$ cat src/rtl/seq_det_pkg.sv
`default_nettype none
// ============================================================================
//  Module      : seq_det_pkg
//  Description : Elaboration-time helpers for the parametrised Moore sequence
//                detector. Builds the KMP-style transition function and the
//                pattern border so the core can hold them as constant tables.
//                Patterns are right-aligned in a 16-bit word; the MSB of the
//                PAT_LEN-bit field is the first bit received.
//  Revision    : 1.0  initial release
// ============================================================================
package seq_det_pkg;

    // Longest pattern the helpers support (pattern word width).
    localparam int c_MAX_PAT_LEN = 16;

    // State register width for a given pattern length (S0..S(len-1) + MATCH).
    function automatic int seq_state_w(input int len);
        return $clog2(len + 1);
    endfunction

    // Bit i of the pattern in reception order (i = 0 is received first).
    function automatic logic seq_pat_bit(input logic [15:0] pattern,
                                         input int          len,
                                         input int          i);
        logic [15:0] v_shifted;
        v_shifted = pattern >> (len - 1 - i);
        return v_shifted[0];
    endfunction

    // Next matched length after k matched bits are followed by 'b': the longest
    // prefix of the pattern that is also a suffix of (prefix_k, b).
    function automatic int seq_delta(input logic [15:0] pattern,
                                     input int          len,
                                     input int          k,
                                     input logic        b);
        int   v_best;
        int   v_j;
        logic v_ok;
        logic v_sb;
        v_best = 0;
        for (int m = 1; m <= len; m++) begin
            if (m <= k + 1) begin
                v_ok = 1'b1;
                for (int i = 0; i < m; i++) begin
                    v_j  = k + 1 - m + i;
                    v_sb = (v_j == k) ? b : seq_pat_bit(pattern, len, v_j);
                    if (v_sb != seq_pat_bit(pattern, len, i)) begin
                        v_ok = 1'b0;
                    end
                end
                if (v_ok) begin
                    v_best = m;
                end
            end
        end
        return v_best;
    endfunction

    // Longest proper border: longest prefix that is also a suffix, shorter
    // than the whole pattern. Overlapping detection resumes from here.
    function automatic int seq_border(input logic [15:0] pattern,
                                      input int          len);
        int   v_best;
        logic v_ok;
        v_best = 0;
        for (int m = 1; m < len; m++) begin
            v_ok = 1'b1;
            for (int i = 0; i < m; i++) begin
                if (seq_pat_bit(pattern, len, i) !=
                    seq_pat_bit(pattern, len, len - m + i)) begin
                    v_ok = 1'b0;
                end
            end
            if (v_ok) begin
                v_best = m;
            end
        end
        return v_best;
    endfunction

endpackage
`default_nettype wire

$ cat src/rtl/seq_detect_moore_param_sat_counter.sv
`default_nettype none
// ============================================================================
//  Module      : sat_counter
//  Description : Saturating up-counter with synchronous clear.
//  Ports       : clk  - rising-edge clock
//                rst  - synchronous active-high reset (count -> 0)
//                inc  - add one this edge (ignored once all-ones)
//                clr  - synchronous clear, wins over inc
//                cnt  - current count
//  Revision    : 1.0  initial release
// ============================================================================
module sat_counter #(
    parameter int CNT_W = 8
) (
    input  logic             clk,
    input  logic             rst,
    input  logic             inc,
    input  logic             clr,
    output logic [CNT_W-1:0] cnt
);

    logic [CNT_W-1:0] r_cnt;

    always_ff @(posedge clk) begin
        if (rst || clr) begin
            r_cnt <= '0;
        end else if (inc && (r_cnt != {CNT_W{1'b1}})) begin
            r_cnt <= r_cnt + 1'b1;
        end
    end

    assign cnt = r_cnt;

endmodule
`default_nettype wire

$ cat src/rtl/seq_detect_moore_param.sv
`default_nettype none
// ============================================================================
//  Module      : seq_detect_moore_param
//  Description : Parametrised Moore serial-sequence detector with bit-valid
//                qualifier, runtime overlap select and saturating match count.
//  Ports       : clk       - rising-edge clock
//                rst       - synchronous active-high reset
//                en        - bit valid; FSM and counter advance only when 1
//                in        - serial data bit (first bit = PATTERN MSB)
//                overlap   - 1: reuse the pattern border after a match
//                clr_cnt   - synchronous clear of match_cnt
//                out       - high while the FSM sits in MATCH
//                state_dbg - current state index (0..PAT_LEN)
//                match_cnt - saturating number of matches
//  Revision    : 1.0  initial release
// ============================================================================
module seq_detect_moore_param
    import seq_det_pkg::*;
#(
    parameter int                  PAT_LEN = 5,
    parameter logic [PAT_LEN-1:0]  PATTERN = 5'b11011,
    parameter int                  CNT_W   = 8
) (
    input  logic                               clk,
    input  logic                               rst,
    input  logic                               en,
    input  logic                               in,
    input  logic                               overlap,
    input  logic                               clr_cnt,
    output logic                               out,
    output logic [$clog2(PAT_LEN+1)-1:0]       state_dbg,
    output logic [CNT_W-1:0]                   match_cnt
);

    localparam int                   c_STATE_W = seq_state_w(PAT_LEN);
    localparam int                   c_DEPTH   = 2 ** c_STATE_W;
    localparam int                   c_BORDER  = seq_border(16'(PATTERN), PAT_LEN);
    localparam logic [c_STATE_W-1:0] c_S0      = '0;
    localparam logic [c_STATE_W-1:0] c_MATCH   = c_STATE_W'(PAT_LEN);

    logic [c_STATE_W-1:0] r_state;
    logic [c_STATE_W-1:0] w_next;
    logic                 w_inc;

    // Constant transition table, one row per encodable state. Rows at or
    // beyond PAT_LEN hold S0: MATCH is resolved separately below, and any
    // illegal encoding recovers to S0 on the next valid bit.
    logic [c_STATE_W-1:0] w_tbl [c_DEPTH][2];

    for (genvar k = 0; k < c_DEPTH; k++) begin : g_row
        if (k < PAT_LEN) begin : g_legal
            localparam int c_N0 = seq_delta(16'(PATTERN), PAT_LEN, k, 1'b0);
            localparam int c_N1 = seq_delta(16'(PATTERN), PAT_LEN, k, 1'b1);
            assign w_tbl[k][0] = c_STATE_W'(c_N0);
            assign w_tbl[k][1] = c_STATE_W'(c_N1);
        end else begin : g_illegal
            assign w_tbl[k][0] = c_S0;
            assign w_tbl[k][1] = c_S0;
        end
    end

    always_ff @(posedge clk) begin
        if (rst) begin
            r_state <= c_S0;
        end else begin
            r_state <= w_next;
        end
    end

    always_comb begin
        w_next = r_state;
        if (en) begin
            if (r_state == c_MATCH) begin
                // From MATCH the search restarts either from the border
                // (matched tail reused) or from scratch.
                w_next = overlap ? w_tbl[c_BORDER][in] : w_tbl[0][in];
            end else begin
                w_next = w_tbl[r_state][in];
            end
        end
    end

    assign w_inc = en && (w_next == c_MATCH);

    sat_counter #(
        .CNT_W (CNT_W)
    ) u_cnt (
        .clk (clk),
        .rst (rst),
        .inc (w_inc),
        .clr (clr_cnt),
        .cnt (match_cnt)
    );

    assign out       = (r_state == c_MATCH);
    assign state_dbg = r_state;

endmodule
`default_nettype wire
$ cat config.mk
export PLATFORM = sky130hd
export DESIGN_NAME = seq_detect_moore_param
export DESIGN_NICKNAME = d
export VERILOG_FILES = /design/src/rtl/seq_det_pkg.sv /design/src/rtl/seq_detect_moore_param_sat_counter.sv /design/src/rtl/seq_detect_moore_param.sv
export SDC_FILE = /design/constraint.sdc
export NUM_CORES = 1
export LEC_CHECK = 0
export CAP_MARGIN = 20
export CORE_ASPECT_RATIO = 1.1
export CORE_MARGIN = 8
export CORE_UTILIZATION = 30
export DETAILED_ROUTE_END_ITERATION = 8
export GPL_TIMING_DRIVEN = 1
export PLACE_DENSITY = 0.6
export SYNTH_ARGS = -nofsm -noshare
export SYNTH_HDL_FRONTEND = slang
export SYNTH_SLANG_ARGS = --single-unit
export TNS_END_PERCENT = 10
$ cat constraint.sdc
create_clock -name clk -period 1.9 [get_ports clk]
set_clock_uncertainty 0.05 [all_clocks]
set_input_delay 0.38 -clock clk [delete_from_list [all_inputs] [get_ports clk]]
set_output_delay 0.38 -clock clk [all_outputs]
set_load 0.005 [all_outputs]
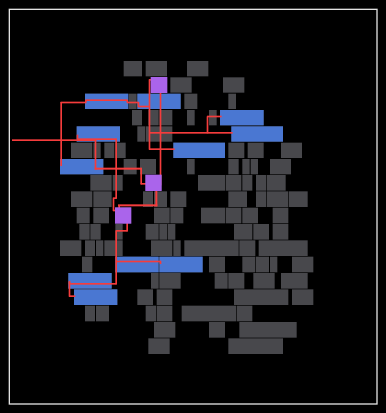
Run 1: clock distribution
(6 px per um)
clock drivers: drawn in purple, count 3. flip-flops: drawn in blue, count 11. clock wires: drawn in red, length 176 um.
There are 4 routed clock nets.
Clock Power: 0.163 mW
clock power share: 0.317

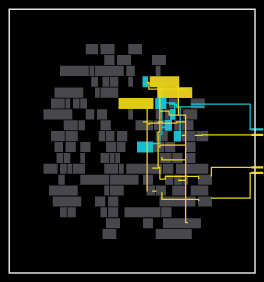
Run 1: I/O nets highlighted
(4 px per um)
`state_dbg`: drawn in yellow, bits 3, direction output, end cells 3, buffers 4, wire 193 um. `en`: drawn in cyan, bits 1, direction input, end cells 6, buffers 2, wire 69.4 um.
Ports: 18
port bufs: 17

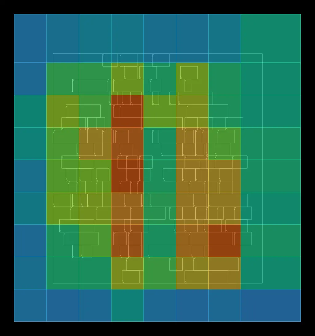
Run 1: routing congestion map
post-layout util: 0.497
GRT Max-Usage Layer: met2
met1 GRT Util: 0.0936

==> GITHUB_STEP_SUMMARY, run 1 <==
### Metrics collected by this job

| Metric | Value |
|---|---|
| Status | `finished clean` |
| Fmax | `0.527 GHz` |
| Worst hold path endpoint | `u_cnt.cnt[1]` |
| WHS Path Cells | `2` |
| Drt pass-1 iters | `2` |
| Commonest cells post-synth | `11 x dfxtp_1, 8 x nor2_1, 6 x ha_1, 6 x nand2_1, 6 x nand3_1` |
| Top-area cell share | `0.329` |
| Clock Tree Buf Depth | `2` |
| HP Start | `u_cnt.cnt[1]` |
| Fin. max-slew vios | `0` |
| Hold_ws | `457 ps` |
| Htree depth | `1` |
| Avg Vias per Cell | `4.76` |
| Worst reg2reg path depth | `8` |
| Clock Root Buffer | `clkbuf_4` |
| Critical-path maximum fanout | `5` |
| Met2 wire length | `945 um` |
| Layout cells sized above 1 | `0.277` |
| Clk Latency, worst-skew pair | `270 ps` |
| Count leader, synth | `dfxtp_1` |
| Leakage | `0.411 nW` |
| Top cells, area | `dfxtp_1 33%, ha_1 11%, nand3_1 4.5%, nor2_1 4.5%, a21oi_1 3.7%` |
| Routed met3 length | `95 um` |
| Dominant register cell | `dfxtp_1` |
| Ys cells | `78` |
[run 1: what timing repair did]
action                                  CTS  global route
pin swaps                                 5             4
endpoints found under the setup margin    6             8
cloned                                    0             0
setup buffers                             1             2
gates resized                             7            13
[run 1: routing by layer]
| layer | global-route usage | up-vias |
|---|---|---|
| li1 | - | 349 |
| met1 | 0.0936 | 309 |
| met2 | 0.178 | 14 |
| met3 | 0.0313 | 4 |
| met4 | 0.0350 | 0 |
| met5 | 0 | - |
[run 1: where the power goes]
part | total [mW] | switching [mW] | internal, mW
combinational | 0.111 | 0.0469 | 0.0643
sequential | 0.240 | 0.00695 | 0.233
clock | 0.163 | 0.0819 | 0.0813
total | 0.514 | 0.136 | 0.379
[run 1: metrics by stage]
step | worst slack [ps] | util | instances | TNS, ps
6_report | 1.99 | 0.497 | 142 | 0
5_1_grt | -101 | 0.497 | 142 | -351
4_1_cts | 0.715 | 0.464 | 140 | 0
3_5_place_dp | -310 | 0.435 | 135 | -1640
3_3_place_gp | -276 | 0.435 | 135 | -1390
2_1_floorplan | 3.25 | - | 78 | 0
[run 1: worst max-delay path by stage]
stage,startpoint,endpoint,slack (ps),depth (start not counted)
3_3_place_gp,in,u_cnt.cnt[6],-280,6
6_report,state_dbg[0],u_cnt.cnt[7],2,8
5_1_grt,state_dbg[0],u_cnt.cnt[3],-100,7
2_1_floorplan,state_dbg[0],u_cnt.cnt[6],3,7
4_1_cts,in,u_cnt.cnt[3],0.7,6
3_5_place_dp,in,u_cnt.cnt[6],-310,6
[run 1: cells in the final DEF (no fill, tap or decap), types with 2 or more instances in the layout]
master / netlist / routed
clkdlybuf4s50_1: 0 / 15
o21ai_0: 4 / 2
nand3_1: 6 / 6
o21a_1: 2 / 2
a21oi_1: 5 / 5
dfxtp_1: 11 / 9
inv_4: 0 / 2
nor2_1: 8 / 8
dfxtp_4: 0 / 2
nand3b_1: 2 / 2
o21ai_1: 0 / 2
or3_1: 3 / 3
nand2_1: 6 / 6
xor2_1: 2 / 2
ha_4: 0 / 4
clkbuf_4: 0 / 3
buf_4: 0 / 14
nand4_1: 3 / 3
ha_1: 6 / 2
[run 1: sequential cells by signal (all words and copies together), names as in the netlist]
name       count
u_cnt.cnt      8
state_dbg      3
[run 1: layout make-up]
class	instances	area, sq um
Timing Repair Buffer	31	277
Sequential cell	11	228
Multi-Input combinational cell	63	502
Fill cell	233	1100
Inverter	3	16.3
Tap cell	30	37.5
Clock buffer	4	26.3
[run 1: worst max-delay path, cell delays in order (launching register included)]
cell and delay, ps:
dfxtp_4 400, inv_4 60, ha_4 220, mux2i_4 160, a2bb2oi_4 190, nand4_1 190
buf_4 190, o21a_1 160, o21a_1 160
[run 1: cell families after synthesis]
group                    Yosys count  share of synthesized area
AND-OR/OR-AND                     16                      0.161
XOR/XNOR                           3                     0.0393
adder cells (fa/ha/maj)            6                      0.112
buffers and inverters              4                     0.0336
flip-flops                        11                      0.329
multiplexers                       3                     0.0467
AND/OR/NAND/NOR                   35                      0.279
Run 1, metal 3:
(8 px per um) Cells faint in the background.
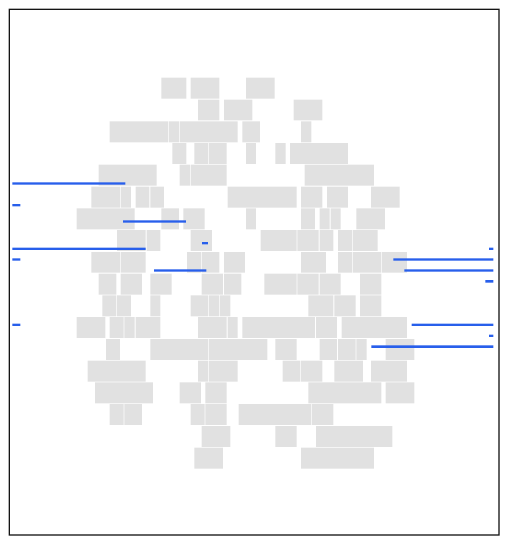

==> run 2, diff against run 1 <==
- CAP_MARGIN: 20 -> not set
- TNS_END_PERCENT: 10 -> 50
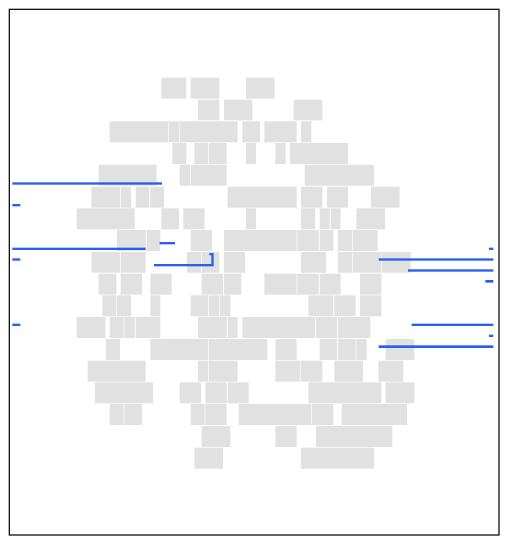
Run 2: metal 3
(8 px per um) Cells faint in the background.
13 nets have wire on it. The layer holds 5.3% of the routed length. The layer carries 96.6 um of wire. The longest straight run is 18.4 um.
grt met3 use: 0.0313
vias: 677
WL final: 1.84 mm

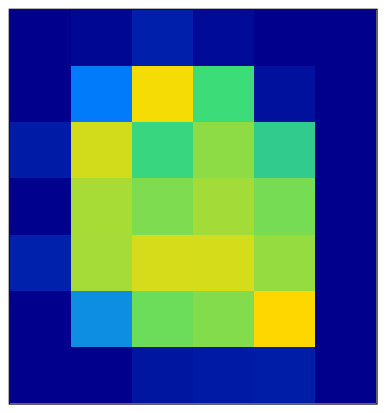
Run 2: local utilization
(6 px per um) The die is cut into 6 by 7 equal tiles; dark blue is low, red is high, 0 to 100% covered.
2.4% of the tiles are over 75% full. The mean over all tiles is 27%. 36% of the tiles are nearly empty. The densest ninth of the die: centre.
core region area: 0.00218 sq mm
post-layout util: 0.517
Init Core Util: 0.306

==> GITHUB_STEP_SUMMARY, run 2 <==
### Metrics collected by this job

| Metric | Value |
|---|---|
| Clock Tree Buf Depth | `2 (unchanged)` |
| Top delay family on crit path | `simple AND/OR/NAND/NOR gates (was AND-OR/OR-AND gates)` |
| Critical path startpoint | `state_dbg[1] (was state_dbg[0])` |
| CP max stage delay | `500 ps (was 400 ps)` |
| Failing checks | `setup timing` |
| Worst reg2reg path depth | `7 (was 8)` |
| Layout cells sized above 1 | `0.304 (was 0.277)` |
| Dpl cells | `135 (unchanged)` |
| Fin. max-slew vios | `0 (unchanged)` |
| Port bufs | `17 (unchanged)` |
| FF+latch area | `228 sq um (unchanged)` |
| Final setup viols | `2 (was 0)` |
| Yosys chip area | `669 sq um (unchanged)` |
| Most numerous logic cells after layout | `15 x clkdlybuf4s50_1, 15 x buf_4, 9 x dfxtp_1 (was 15 x clkdlybuf4s50_1, 14 x buf_4, 9 x dfxtp_1)` |
| Critical path buffers and inverters | `1 (was 2)` |
| Leakage | `0.415 nW (was 0.411 nW)` |
| Hold WC Path Type | `flop to flop (unchanged)` |
| Critical Path End | `u_cnt.cnt[6] (was u_cnt.cnt[7])` |
| Avg Vias per Cell | `4.67 (was 4.76)` |
| Top cells, area | `dfxtp_1 33%, ha_1 11%, nand3_1 4.5%, nor2_1 4.5%, a21oi_1 3.7% (unchanged)` |
| Die width | `61.0 um (unchanged)` |
| Ports | `18 (unchanged)` |
| Filler Cell Count | `229 (was 233)` |
| Commonest cells post-synth | `11 x dfxtp_1, 8 x nor2_1, 6 x ha_1, 6 x nand2_1, 6 x nand3_1 (unchanged)` |
| CP max-delay cell | `or4b_1 (was dfxtp_4)` |
| Critical path, cell by cell | `buf_4, ha_4, mux2i_4, a2bb2oi_4, nand2_1, or4b_1, o211a_1 (was inv_4, ha_4, mux2i_4, a2bb2oi_4, nand4_1, buf_4, o21a_1, o21a_1)` |
| Synth flops | `11 (unchanged)` |
| Top-area cell share | `0.329 (unchanged)` |
| Worst r2r src | `state_dbg[1] (was state_dbg[0])` |
| Comb gate area | `514 sq um (was 502 sq um)` |
| Max reg flops | `8 (unchanged)` |
| Non-Filler Instances | `145 (was 142)` |
| Final worst slack | `-14.3 ps (was 1.99 ps)` |
| Critical Path Stages | `7 (was 8)` |
| Drt pass-1 iters | `3 (was 2)` |
| Status | `complete, but fails checks (was finished clean)` |
| Synthesized cell area | `669 sq um (unchanged)` |
| Dominant register cell | `dfxtp_1 (unchanged)` |
| Count leader, synth | `dfxtp_1 (unchanged)` |
| Gr ovfl total | `0 (unchanged)` |
| Reg2reg setup slack | `-10 ps (was 2 ps)` |
| Place WS | `-310 ps (unchanged)` |
| Clk Latency, worst-skew pair | `270 ps (about the same)` |
| Critical-path maximum fanout | `4 (was 5)` |
| Htree depth | `1 (unchanged)` |
| Ys cells | `78 (unchanged)` |
| Die height | `65.5 um (unchanged)` |
## run 2: worst min-delay path by stage
stage,startpoint,endpoint,slack (ps),cells past startpoint
3_3_place_gp,u_cnt.cnt[5],u_cnt.cnt[5],440,2
4_1_cts,u_cnt.cnt[1],u_cnt.cnt[1],460,2
5_1_grt,u_cnt.cnt[5],u_cnt.cnt[5],500,2
3_5_place_dp,u_cnt.cnt[1],u_cnt.cnt[1],450,2
2_1_floorplan,rst,state_dbg[1],390,1
6_report,u_cnt.cnt[1],u_cnt.cnt[1],460,2
## run 2: kinds of logic (layout without fill, tap and decap cells)
logic type                 count (synthesis)  in the layout  synth area share
muxes                                      3              3            0.0467
AOI/OAI and AO/OA                         16             16             0.161
buffers and inverters                      4             41            0.0336
adders and majority gates                  6              6             0.112
and+or+nand+nor                           35             35             0.279
DFF                                       11             11             0.329
xor gates and xnor gates                   3              3            0.0393
## run 2: layer usage
layer  GRT usage  up-vias  wire length, um  share of wire
met5           0        -                0              0
met4      0.0350        0                7         0.0038
met3      0.0313        2               96          0.052
met2       0.178       14              973           0.53
met1      0.0971      307              758           0.41
li1            -      354                -              -
## run 2: layout make-up
class,instances,share of cell area
clock buffers,4,0.0233
inverters,3,0.0166
multi-input cells,63,0.456
flip-flops and latches,11,0.202
well taps,30,0.0333
repair buffers,34,0.269
## run 2: metrics by stage
stage / hold slack, ps / power, mW / TNS, ps / area, sq um / util
detailed placement: 448 / 0.328 / -1640 / 951 / 0.435
global route: 503 / 0.547 / -346 / 1130 / 0.517
floorplan: 394 / 0.285 / 0 / 672 / -
global placement: 437 / 0.328 / -1390 / 951 / 0.435
CTS: 458 / 0.523 / -22.0 / 1090 / 0.500
finish: 458 / 0.522 / -14.6 / 1130 / 0.517
## run 2: tightest hold or removal path: stages (launching register included)
cell	delay [ps]
dfxtp_1	330
nand3_1	60
o21ai_0	70
## run 2: power by group
part	leakage [nW]	internal (mW)	switching (mW)	total [mW]
registers	0.0902	0.233	0.00626	0.239
logic	0.310	0.0705	0.0505	0.121
clock network	0.0150	0.0812	0.0807	0.162
## run 2: repair_timing
item | 4_1_cts | 5_1_grt
gates cloned | 0 | 0
resized | 21 | 5
hold buffers | 0 | 0
pin swaps | 5 | 5
setup endpoints to repair | 6 | 6
setup buffers | 3 | 3
Run 2, I/O nets highlighted:
(4 px per um)
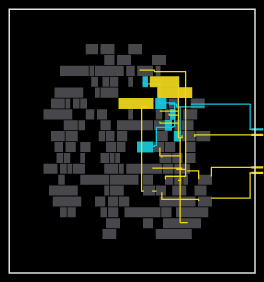

==> run 3, diff against run 2 <==
- clock period: 1.9 -> 1.7 ns (I/O delays scaled with it)
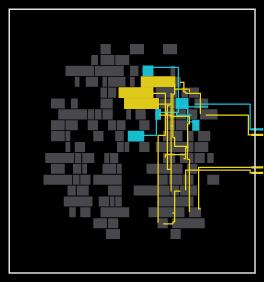
Run 3: I/O nets highlighted
(4 px per um)
`state_dbg`: drawn in yellow, bits 3, direction output, end cells 3, buffers 7, wire 238 um. `en`: drawn in cyan, bits 1, direction input, end cells 6, buffers 2, wire 74.4 um.

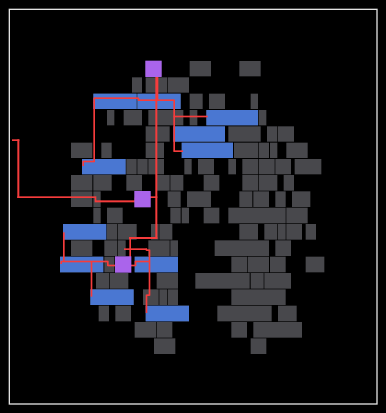
Run 3: clock distribution
(6 px per um)
clock drivers: drawn in purple, count 3. flip-flops: drawn in blue, count 11. clock wires: drawn in red, length 162 um.
There are 4 routed clock nets.
Clk Latency, worst-skew pair: 270 ps
clock power share: 0.308

==> GITHUB_STEP_SUMMARY, run 3 <==
### Metrics collected by this job

| Metric | Value |
|---|---|
| Critical path buffers and inverters | `2 (was 1)` |
| Status | `complete, but fails checks (unchanged)` |
| Core region area | `0.00218 sq mm (unchanged)` |
| Avg Vias per Cell | `4.79 (was 4.67)` |
| HP Start | `u_cnt.cnt[5] (was u_cnt.cnt[1])` |
| Psw | `0.150 mW (was 0.137 mW)` |
| Dominant register cell | `dfxtp_1 (unchanged)` |
| WL final | `1.82 mm (was 1.84 mm)` |
| Comb gate area | `512 sq um (was 514 sq um)` |
| Fin. max-slew vios | `0 (unchanged)` |
| Ports | `18 (unchanged)` |
| Die width | `61.0 um (unchanged)` |
| Yosys chip area | `669 sq um (unchanged)` |
| Failing checks | `setup timing (unchanged)` |
| Gr ovfl total | `0 (unchanged)` |
| Final setup viols | `6 (was 2)` |
| Final worst slack | `-184 ps (was -14.3 ps)` |
| Critical-path maximum fanout | `5 (was 4)` |
| Clock Root Buffer | `clkbuf_4 (unchanged)` |
| CP most frequent cell | `o21a_1` |
| Synthesized cell area | `669 sq um (unchanged)` |
| Critical path, cell by cell | `inv_4, ha_4, mux2i_4, a2bb2oi_4, nand4_1, buf_4, o21a_1, o21a_1 (was buf_4, ha_4, mux2i_4, a2bb2oi_4, nand2_1, or4b_1, o211a_1)` |
| Setup tns final | `-700 ps (was -14.6 ps)` |
| Net Sw Frac | `0.260 (was 0.263)` |
| Most frequent logic cell in the layout | `buf_4` |
| Ys cells | `78 (unchanged)` |
| Fmax | `0.531 GHz (was 0.522 GHz)` |
| Grt met3 use | `0.0293 (was 0.0313)` |
| Top-area cell share | `0.329 (unchanged)` |
| CP max-delay cell | `dfxtp_4 (was or4b_1)` |
| Worst r2r src | `state_dbg[0] (was state_dbg[1])` |
| Count leader, synth | `dfxtp_1 (unchanged)` |
run 3: per-stage QoR:
stage | instances | hold WS, ps | setup slack, ps | power (mW) | area [sq um]
3_5_place_dp | 135 | 450 | -481 | 0.363 | 953
4_1_cts | 143 | 466 | -231 | 0.577 | 1070
5_1_grt | 145 | 492 | -281 | 0.613 | 1120
6_report | 145 | 461 | -184 | 0.577 | 1120
3_3_place_gp | 135 | 440 | -428 | 0.361 | 953
2_1_floorplan | 78 | 353 | -149 | 0.318 | 674
run 3: path summary, 6_finish.rpt:
check	end	depth (start not counted)	slack [ps]
max reg2reg	u_cnt.cnt[7]	8	-180
min	u_cnt.cnt[5]	2	460
min reg2reg	u_cnt.cnt[5]	2	460
max	u_cnt.cnt[7]	8	-180
run 3: routing by layer:
layer | share of wire | wire (um)
met1 | 0.38 | 696
met2 | 0.54 | 992
met3 | 0.052 | 95
met4 | 0.021 | 38
met5 | 0 | 0
run 3: cells by family (layout without fill, tap and decap cells):
family	Yosys count	in the layout	synth area share
and+or+nand+nor	35	35	0.279
AOI/OAI and AO/OA	16	16	0.161
DFF	11	11	0.329
adders and majority gates	6	6	0.112
buffers and inverters	4	41	0.0336
xor gates and xnor gates	3	3	0.0393
muxes	3	3	0.0467
run 3: what timing repair did:
| action | 4_1_cts | 5_1_grt |
|---|---|---|
| gates resized | 17 | 11 |
| buffers inserted | 4 | 2 |
| pin swaps | 7 | 9 |
| setup endpoints to repair | 9 | 11 |
run 3: worst register-to-register path, delay by kind of cell (launching register included):
family | cells | cell delay [ps]
buffers and inverters | 2 | 250
AND-OR/OR-AND | 3 | 510
AND/OR/NAND/NOR | 1 | 200
adder cells (fa/ha/maj) | 1 | 240
flip-flops | 1 | 380
multiplexers | 1 | 170
run 3: layout make-up:
class	count	area share
timing repair buffer	34	0.266
inverter	3	0.0145
sequential	11	0.206
tap	30	0.0334
clock buffer	4	0.0234
multi-input combinational	63	0.456
run 3: power by group through the flow:
stage                     combinational (mW)  sequential, mW  clock, mW
after floorplan                       0.0464           0.272          0
after global placement                0.0885           0.272          0
after detailed placement              0.0905           0.273          0
after CTS                              0.127           0.265      0.186
after global routing                   0.147           0.265      0.200
final                                  0.134           0.265      0.178
No activity file was given, so power comes from the tool's default toggle rates.
